<file path="src/rtl/fifo_rd_stream.sv">
// Read-side drain stage: pops the async FIFO into a 2-entry skid buffer, presents a valid/ready stream with m_last framing.
// Optional FIFO_RD_STATS_EN adds saturating transfer/stall counters (stat_words, stat_stall).
module fifo_rd_stream #(
  parameter int DATASIZE  = 8,
  parameter int FRAME_LEN = 16,
  parameter int CNTSIZE   = 16
) (
  input  logic                rclk,
  input  logic                rrst,
  input  logic                enable,
  input  logic                fifo_empty,
  input  logic [DATASIZE-1:0] fifo_rdata,
  output logic                fifo_rinc,
  output logic                m_valid,
  input  logic                m_ready,
  output logic [DATASIZE-1:0] m_data,
  output logic                m_last
`ifdef FIFO_RD_STATS_EN
  ,
  output logic [CNTSIZE-1:0]  stat_words,
  output logic [CNTSIZE-1:0]  stat_stall
`endif
);

  localparam logic [CNTSIZE-1:0] BEAT_MAX = CNTSIZE'(FRAME_LEN - 1);

  logic [1:0]          cnt, cnt_next, tail_idx;
  logic [DATASIZE-1:0] data0, data1, data0_next, data1_next;
  logic                last0, last1, last0_next, last1_next;
  logic [CNTSIZE-1:0]  beat, beat_next;
  logic                pop, xfer, last_tag;

  // Pop depends only on buffer occupancy, never on m_ready.
  assign pop       = enable & ~fifo_empty & (cnt < 2'd2) & ~rrst;
  assign fifo_rinc = pop;
  assign xfer      = m_valid & m_ready;
  assign last_tag  = (beat == BEAT_MAX);
  assign tail_idx  = xfer ? (cnt - 2'd1) : cnt;

  assign m_valid = (cnt != 2'd0);
  assign m_data  = data0;
  assign m_last  = last0;

  always_comb begin
    data0_next = data0;
    last0_next = last0;
    data1_next = data1;
    last1_next = last1;
    if (xfer) begin
      data0_next = data1;
      last0_next = last1;
      data1_next = '0;
      last1_next = 1'b0;
    end
    // Tail slot is computed after the shift so pop+xfer at cnt=1 refills entry 0.
    if (pop) begin
      if (tail_idx == 2'd0) begin
        data0_next = fifo_rdata;
        last0_next = last_tag;
      end else begin
        data1_next = fifo_rdata;
        last1_next = last_tag;
      end
    end
    cnt_next = cnt + {1'b0, pop} - {1'b0, xfer};
  end

  always_comb begin
    beat_next = beat;
    if (pop) begin
      beat_next = last_tag ? '0 : beat + CNTSIZE'(1);
    end
  end

  always_ff @(posedge rclk) begin
    if (rrst) begin
      cnt   <= 2'd0;
      data0 <= '0;
      data1 <= '0;
      last0 <= 1'b0;
      last1 <= 1'b0;
      beat  <= '0;
    end else begin
      cnt   <= cnt_next;
      data0 <= data0_next;
      data1 <= data1_next;
      last0 <= last0_next;
      last1 <= last1_next;
      beat  <= beat_next;
    end
  end

`ifdef FIFO_RD_STATS_EN
  always_ff @(posedge rclk) begin
    if (rrst) begin
      stat_words <= '0;
      stat_stall <= '0;
    end else begin
      if (xfer && (stat_words != '1)) begin
        stat_words <= stat_words + CNTSIZE'(1);
      end
      if (m_valid && !m_ready && (stat_stall != '1)) begin
        stat_stall <= stat_stall + CNTSIZE'(1);
      end
    end
  end
`endif

endmodule

</file>
<file path="config.mk">
export PLATFORM = sky130hd
export DESIGN_NAME = fifo_rd_stream
export DESIGN_NICKNAME = d
export VERILOG_FILES = /design/src/rtl/fifo_rd_stream.sv
export SDC_FILE = /design/constraint.sdc
export NUM_CORES = 1
export LEC_CHECK = 0
export ABC_CLOCK_PERIOD_IN_PS = 2400
export CAP_MARGIN = 20
export CORE_MARGIN = 2
export CORE_UTILIZATION = 42
export CTS_CLUSTER_DIAMETER = 30
export CTS_CLUSTER_SIZE = 8
export DETAILED_ROUTE_END_ITERATION = 10
export PLACE_DENSITY = 0.64
export SLEW_MARGIN = 20
export SYNTH_ARGS = -nofsm -noshare
export SYNTH_HDL_FRONTEND = slang
export SYNTH_SLANG_ARGS = --single-unit
</file>
<file path="constraint.sdc">
create_clock -name rclk -period 2.4 [get_ports rclk]
set_input_delay 0.6 -clock rclk [delete_from_list [all_inputs] [get_ports rclk]]
set_output_delay 0.6 -clock rclk [all_outputs]
set_load 0.01 [all_outputs]
</file>
Fig. 1: run 1, PDN straps and rails
The bar under the picture is 20 um long. Pins as bars on the die edge.
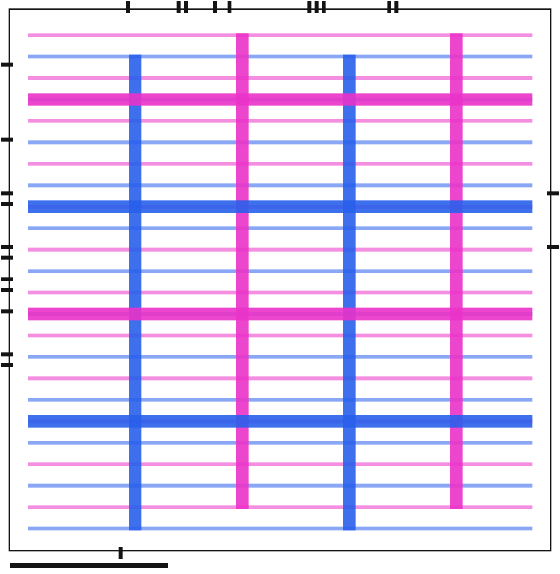
Magenta shows VDD. Blue shows VSS.
4 straps on met4. 4 straps on met5. The core has 23 rows.
width of the die: 68.5 um
Die Ht: 68.5 um

Fig. 2: run 1, placement by cell class
The bar under the picture is 20 um long.
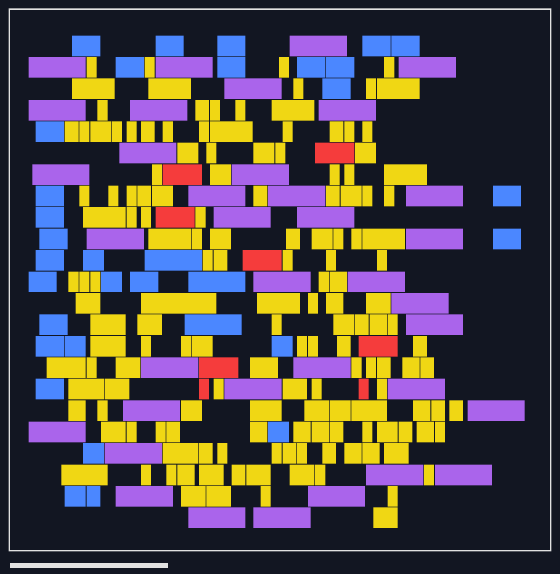
Blue shows remaining buffers and delay cells, cells 33, share of their area 16%. Red shows clock drivers and dummy loads, cells 8, share of their area 4.2%. Yellow shows remaining logic cells, cells 153, share of their area 46%. Purple shows registers, cells 36, share of their area 34%.
final instance area: 2190 sq um
fraction of area in registers: 32.9%

==> qor.json, run 1 <==
{
  "status": {
    "run_status": "finished clean"
  },
  "clock_tree": {
    "post_cts_buffers": 0,
    "insertion_delay_ns": 0.28
  },
  "route": {
    "detail-route-antenna-nets": 0,
    "drt_iter0_drc": 59
  },
  "timing": {
    "timing_worst_slew_pin_value_ns": 0.541,
    "timing_max_transition_violations_final": 0,
    "grt_setup_unrepaired": "false"
  },
  "placed_design": {
    "dp.final_hpwl_mm": 2.33,
    "gp_routability_congestion": 0.802
  },
  "synthesis": {
    "synth.top_cell.area_share_pct": 41.3,
    "postSynth.asyncResetShare_pct": 0,
    "synthDominantAreaCellType": "sky130_fd_sc_hd__dfxtp_1",
    "top_cells_by_area": "sky130_fd_sc_hd__dfxtp_1 (41%), sky130_fd_sc_hd__a311oi_2 (7.7%), sky130_fd_sc_hd__nand2_1 (7.5%)",
    "synth.cellmix.simpleShare_pct": 28.9,
    "ys_seq_share_pct": 41.3
  },
  "die": {
    "chip_area_sq_um": 4690,
    "row_count": 23
  },
  "setup_path": {
    "rr_startpoint": "beat[14]",
    "path_cells": "clkdlybuf4s50_1, or4b_4, clkinv_8, buf_2",
    "critical_path.top_delay_family": "buffers and inverters",
    "reg2reg_depth": 5,
    "start_kind": "primary input",
    "worst-setup-path-type": "in -> out",
    "reg2reg_setup_slack_ns": 0.43,
    "timing.critical_path.required_ns": 1.80
  },
  "grt": {
    "pin_count_of_the_biggest_net_entering_global_routing": 25,
    "first_global_vias": 1235,
    "met3_usage_pct": 5.26,
    "grt.met1_usage_pct": 22.1
  },
  "pwr": {
    "p_leak_uw": 0.000754,
    "comb_power_uw": 457
  },
  "finish": {
    "drive_above_1_share_pct": 15.7,
    "syn2layout_area_growth_pct": 25.4
  },
  "run": {
    "openroad.warnings": 26
  }
}
Fig. 3: run 1, routed clock nets over the placement
The bar under the picture is 20 um long.
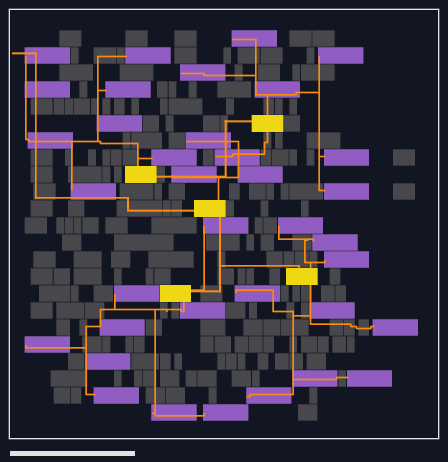
Yellow shows clock-net drivers, count 5. Orange shows clock wires, length 469 um. Purple shows flip-flops, count 36.
There are 6 routed clock nets. Position of the flops: all over the die.

==> run 1: kinds of logic (layout without fill, tap and decap cells) <==
family / Yosys count / after routing
adder cells (fa/ha/maj): 4 / 4
AND-OR/OR-AND: 30 / 30
buffers and inverters: 16 / 49
XOR/XNOR: 11 / 11
AND/OR/NAND/NOR: 100 / 100
flip-flops: 36 / 36
==> run 1: layout make-up <==
class / count / area (sq um)
fill: 363 / 1810
multi-input combinational: 145 / 936
sequential: 36 / 721
timing repair buffer: 33 / 338
clock buffer: 8 / 90.1
tap: 50 / 62.6
inverter: 8 / 42.5
==> run 1: layer usage <==
layer  wire length, um  vias up
li1                  -      754
met1              1720      676
met2              1520       25
met3               136        7
met4                44        0
met5                 0        -
==> run 2: changes to the inputs <==
- CTS_CLUSTER_SIZE: 8 -> 16
Fig. 4: run 2, PDN straps and rails
The bar under the picture is 20 um long. Pins as bars on the die edge.
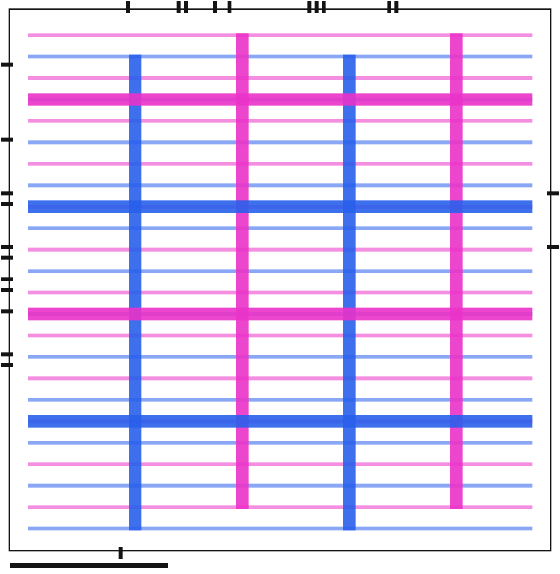
Peak supply drop: 0.476 mV
core outline area: 4000 sq um

==> run 2 against run 1 <==
Sequential share of layout area is the same. Synthesized cell count is the same. Worst hold slack is the same. Maximum frequency is the same. Critical endpoint unchanged. Cell count is the same. Clock skew is the same. Critical path depth is the same. Power is the same. Register-to-register slack is essentially flat.
==> qor.json, run 2 <==
{
  "status": {
    "run_status": "finished clean"
  },
  "clock_tree": {
    "cts_max_path_buffers": 2,
    "post_cts_buffers": {"value": 0, "change": "unchanged"},
    "insertion_delay": {"value": 0.28, "unit": "ns", "change": "about the same"}
  },
  "die": {
    "chip_area": {"value": 4690, "unit": "sq um", "change": "unchanged"},
    "die_height": {"value": 68.5, "unit": "um", "change": "unchanged"},
    "row_count": {"value": 23, "change": "unchanged"},
    "floorplan.io_pins": 24,
    "die_x": {"value": 68.5, "unit": "um", "change": "unchanged"}
  },
  "placed_design": {
    "dp.final_hpwl": {"value": 2.33, "unit": "mm", "change": "unchanged"},
    "postPlaceCellArea_sq_um": 2100,
    "gp_routability_congestion": {"value": 0.802, "change": "unchanged"}
  },
  "setup_path": {
    "worst-setup-path-type": "in -> out",
    "reg2reg_setup_slack": {"value": 0.43, "unit": "ns", "change": "about the same"},
    "timing.critical_path.required": {"value": 1.80, "unit": "ns", "change": "about the same"},
    "critical_path.top_delay_family": "buffers and inverters",
    "timing.critical_path.to": "fifo_rinc",
    "rr_startpoint": "beat[14]",
    "reg2reg_depth": {"value": 5, "change": "unchanged"},
    "start_kind": "primary input",
    "crit_slowest_cell": "sky130_fd_sc_hd__or4b_4",
    "path_cells": "clkdlybuf4s50_1, or4b_4, clkinv_8, buf_2"
  },
  "synthesis": {
    "ys_seq_share": {"value": 41.3, "unit": "%", "change": "unchanged"},
    "postSynth.asyncResetShare": {"value": 0, "unit": "%", "change": "unchanged"},
    "synth.top_cell.area_share": {"value": 41.3, "unit": "%", "change": "unchanged"},
    "synthDominantAreaCellType": "sky130_fd_sc_hd__dfxtp_1",
    "top_cells_by_area": "sky130_fd_sc_hd__dfxtp_1 (41%), sky130_fd_sc_hd__a311oi_2 (7.7%), sky130_fd_sc_hd__nand2_1 (7.5%)"
  },
  "grt": {
    "pin_count_of_the_biggest_net_entering_global_routing": {"value": 25, "change": "unchanged"},
    "first_global_vias": {"value": 1235, "change": "unchanged"},
    "antenna_violations_before_repair": 0
  },
  "finish": {
    "drive_above_1_share": {"value": 15.7, "unit": "%", "change": "unchanged"},
    "post-route-cell-area": {"value": 2190, "unit": "sq um", "change": "unchanged"},
    "syn2layout_area_growth": {"value": 25.4, "unit": "%", "change": "unchanged"}
  },
  "pwr": {
    "seq_cell_power_uw": 670,
    "p_leak": {"value": 0.000754, "unit": "uW", "change": "unchanged"},
    "switching_share_pct": 30.0,
    "comb_power": {"value": 457, "unit": "uW", "change": "about the same"}
  },
  "timing": {
    "whs_ns": 0.484,
    "timing_worst_slew_pin_value": {"value": 0.541, "unit": "ns", "change": "unchanged"},
    "timing.final.hold_violations": 0,
    "timing_max_transition_violations_final": {"value": 0, "change": "unchanged"},
    "grt_setup_unrepaired": "false"
  },
  "route": {
    "drt_iter0_drc": {"value": 59, "change": "unchanged"},
    "post-route-drc-count": 0,
    "vias": 1462,
    "detail-route-antenna-nets": {"value": 0, "change": "unchanged"}
  },
  "run": {
    "openroad.warnings": {"value": 26, "change": "unchanged"}
  }
}
[run 2: cell counts after synthesis]
Identical to the previous run, type by type.
[run 2: routing by layer]
layer,up-vias,global-route usage (%),wire (um)
li1,754,-,-
met1,676,22.1,1720
met2,25,23.9,1520
met3,7,5.26,136
met4,0,5.25,44
met5,-,0,0
[run 2: cell type report]
type	instances	area (sq um)
sequential	36	721
inverter	8	42.5
timing repair buffer	33	338
clock buffer	8	90.1
multi-input combinational	145	936
fill	363	1810
tap	50	62.6
[run 2: logic make-up after synthesis]
logic type / after synthesis / share of synthesized area [%]
and+or+nand+nor: 100 / 28.9
buffers and inverters: 16 / 5.30
DFF: 36 / 41.3
xor gates and xnor gates: 11 / 5.52
AOI/OAI and AO/OA: 30 / 16.1
adders and majority gates: 4 / 2.87
Fig. 5: run 2, placement by cell class
The bar under the picture is 20 um long.
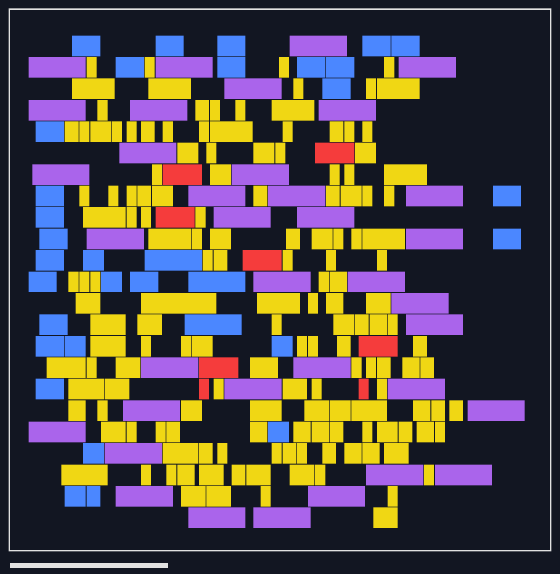

==> run 3: changes to the inputs <==
- CORE_MARGIN: 2 -> 10
- CTS_BUF_LIST: unset -> sky130_fd_sc_hd__clkbuf_4
Fig. 6: run 3, placement by cell class
The bar under the picture is 20 um long.
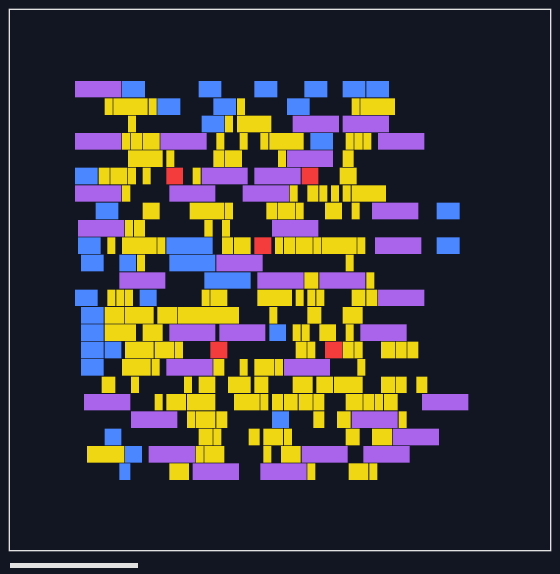
Red shows clock-net drivers, cells 5, share of their area 1.8%. Blue shows remaining buffers and delay cells, cells 33, share of their area 16%. Yellow shows remaining logic cells, cells 153, share of their area 47%. Purple shows registers, cells 36, share of their area 35%.
fraction of area in registers: 33.7%
Row Count: 23
Finished Core Util: 53.4%
final instance area: 2140 sq um

==> run 3 against run 2 <==
Die size grew 52%. Cell area shrank 2.4%. First-iteration DRC count rose by 59%. Clock power down 37%. Area after synthesis unchanged. Via count is 1.4% lower. Cell count down 1.1%. Setup slack got worse by 0.0079 ns. Worst hold slack better by 0.0012 ns. Register-to-register slack improved by 0.05 ns. Maximum frequency is 0.34% lower. Critical path type unchanged. Largest power group unchanged.
==> qor.json, run 3 <==
{
  "status": {
    "run_status": "finished clean"
  },
  "clock_tree": {
    "tritoncts_clock_tree": "done",
    "post_cts_buffers": {"value": 0, "change": "unchanged"},
    "cts_num_sinks": 36,
    "insertion_delay": {"value": 0.32, "unit": "ns", "change": "+0.04 ns"},
    "cts_max_path_buffers": {"value": 2, "change": "unchanged"}
  },
  "pwr": {
    "switching_share": {"value": 31.7, "unit": "%", "change": "+1.7 points"},
    "seq_cell_power": {"value": 670, "unit": "uW", "change": "about the same"},
    "comb_power": {"value": 461, "unit": "uW", "change": "+0.9%"},
    "vdd_drop_max": {"value": 0.411, "unit": "mV", "change": "-14%"},
    "p_leak": {"value": 0.000732, "unit": "uW", "change": "-3.0%"},
    "p_sw_uw": 446
  },
  "placed_design": {
    "dp.final_hpwl": {"value": 2.57, "unit": "mm", "change": "+10%"},
    "postPlaceCellArea": {"value": 2100, "unit": "sq um", "change": "unchanged"},
    "gp_routability_congestion": {"value": 0.794, "change": "-1.1%"}
  },
  "synthesis": {
    "ys_seq_share": {"value": 41.3, "unit": "%", "change": "unchanged"},
    "yosys-dominant-comb-family": "simple AND/OR/NAND/NOR gates",
    "synth.mux.area_fraction": {"value": 0, "unit": "%", "change": "unchanged"},
    "synth.cellmix.simpleShare": {"value": 28.9, "unit": "%", "change": "unchanged"},
    "adder_and_majority_gate_portion_of_the_synthesized_area": {"value": 2.87, "unit": "%", "change": "unchanged"},
    "synthDominantAreaCellType": "sky130_fd_sc_hd__dfxtp_1",
    "synthesis.instances": 197,
    "ys_sh_aoi": {"value": 16.1, "unit": "%", "change": "unchanged"},
    "top_cells_by_area": "sky130_fd_sc_hd__dfxtp_1 (41%), sky130_fd_sc_hd__a311oi_2 (7.7%), sky130_fd_sc_hd__nand2_1 (7.5%)",
    "synth.top_cell.area_share": {"value": 41.3, "unit": "%", "change": "unchanged"},
    "postSynth.asyncResetShare": {"value": 0, "unit": "%", "change": "unchanged"},
    "post_synth_xor_area_fraction": {"value": 5.52, "unit": "%", "change": "unchanged"},
    "ys_area_sq_um": 1750
  },
  "route": {
    "top_layer": "met4",
    "post-route-drc-count": {"value": 0, "change": "unchanged"},
    "drt_iter0_drc": {"value": 94, "change": "+59%"},
    "detail-route-antenna-nets": {"value": 0, "change": "unchanged"},
    "wl_met1": {"value": 1.75, "unit": "mm", "change": "+1.4%"},
    "vias": {"value": 1441, "change": "-1.4%"},
    "post_drt_via_cell_ratio": 5.20,
    "wl_met2": {"value": 1.66, "unit": "mm", "change": "+9.2%"},
    "met3_wl": {"value": 145, "unit": "um", "change": "+6.6%"}
  },
  "grt": {
    "antenna_violations_before_repair": {"value": 0, "change": "unchanged"},
    "gr-total-overflow": 0,
    "use_met2": {"value": 16.3, "unit": "%", "change": "-7.6 points"},
    "pin_count_of_the_biggest_net_entering_global_routing": {"value": 25, "change": "unchanged"},
    "grt_busiest_layer": "met2",
    "met3_usage": {"value": 3.77, "unit": "%", "change": "-1.5 points"},
    "grt.met1_usage": {"value": 12.8, "unit": "%", "change": "-9.3 points"},
    "first_global_vias": {"value": 1421, "change": "+15%"}
  },
  "run": {
    "openroad.warnings": {"value": 26, "change": "unchanged"},
    "drv_cap": 0
  },
  "timing": {
    "timing.clock.skew_ns": 0.00516,
    "min_period_ns": 2.35,
    "whs": {"value": 0.485, "unit": "ns", "change": "+0.00122 ns"},
    "grt_setup_unrepaired": "false",
    "timing.final.hold_violations": {"value": 0, "change": "unchanged"},
    "timing_max_transition_violations_final": {"value": 0, "change": "unchanged"},
    "final_clock_period_utilization_by_the_worst_path_pct": 97.8,
    "timing_worst_slew_pin_value": {"value": 0.473, "unit": "ns", "change": "-0.0677 ns"}
  },
  "setup_path": {
    "path_cells": "clkdlybuf4s50_1, or4b_4, clkinv_8, buf_2",
    "critical_path.top_delay_family": "buffers and inverters",
    "reg2reg_setup_slack": {"value": 0.48, "unit": "ns", "change": "+0.05 ns"},
    "reg2reg_depth": {"value": 7, "change": "+2"},
    "timing.critical_path.to": "fifo_rinc",
    "rr_startpoint": "cnt[1]",
    "worst-setup-path-type": "in -> out",
    "start_kind": "primary input",
    "crit_slowest_cell": "sky130_fd_sc_hd__or4b_4",
    "timing.critical_path.required": {"value": 1.80, "unit": "ns", "change": "about the same"},
    "cp_num_buf_inv": 3,
    "timing.critical_path.to_type": "output port"
  },
  "die": {
    "placeableCoreArea": {"value": 4000, "unit": "sq um", "change": "unchanged"},
    "floorplan.io_pins": {"value": 24, "change": "unchanged"},
    "die_height": {"value": 84.5, "unit": "um", "change": "+23%"},
    "die_x": {"value": 84.5, "unit": "um", "change": "+23%"},
    "chip_area": {"value": 7130, "unit": "sq um", "change": "+52%"}
  },
  "finish": {
    "finalNetCount": 246,
    "drive_above_1_share": {"value": 15.4, "unit": "%", "change": "-0.23 points"},
    "diodes_inserted": 0,
    "syn2layout_area_growth_pct": 22.4
  }
}
[run 3: worst reg2reg max path, cell delays in order (launching register included)]
cell and delay, ns:
sky130_fd_sc_hd__dfxtp_1 0.38, sky130_fd_sc_hd__inv_1 0.10, sky130_fd_sc_hd__ha_1 0.27, sky130_fd_sc_hd__or3b_1 0.45, sky130_fd_sc_hd__o2111ai_4 0.14, sky130_fd_sc_hd__buf_12 0.19, sky130_fd_sc_hd__nor2_1 0.06, sky130_fd_sc_hd__a311oi_2 0.24
[run 3: kinds of logic after synthesis]
logic type,count (synthesis)
xor+xnor,11
buf+inv,16
simple gates,100
fa+ha+maj,4
compound gates,30
flops,36
[run 3: cell type report]
type,count,area [sq um]
fill,370,1860
multi-input combinational,145,936
sequential,36,721
timing repair buffer,33,338
tap,50,62.6
inverter,8,42.5
clock buffer,5,37.5
Power is estimated from default activity; no workload was simulated.
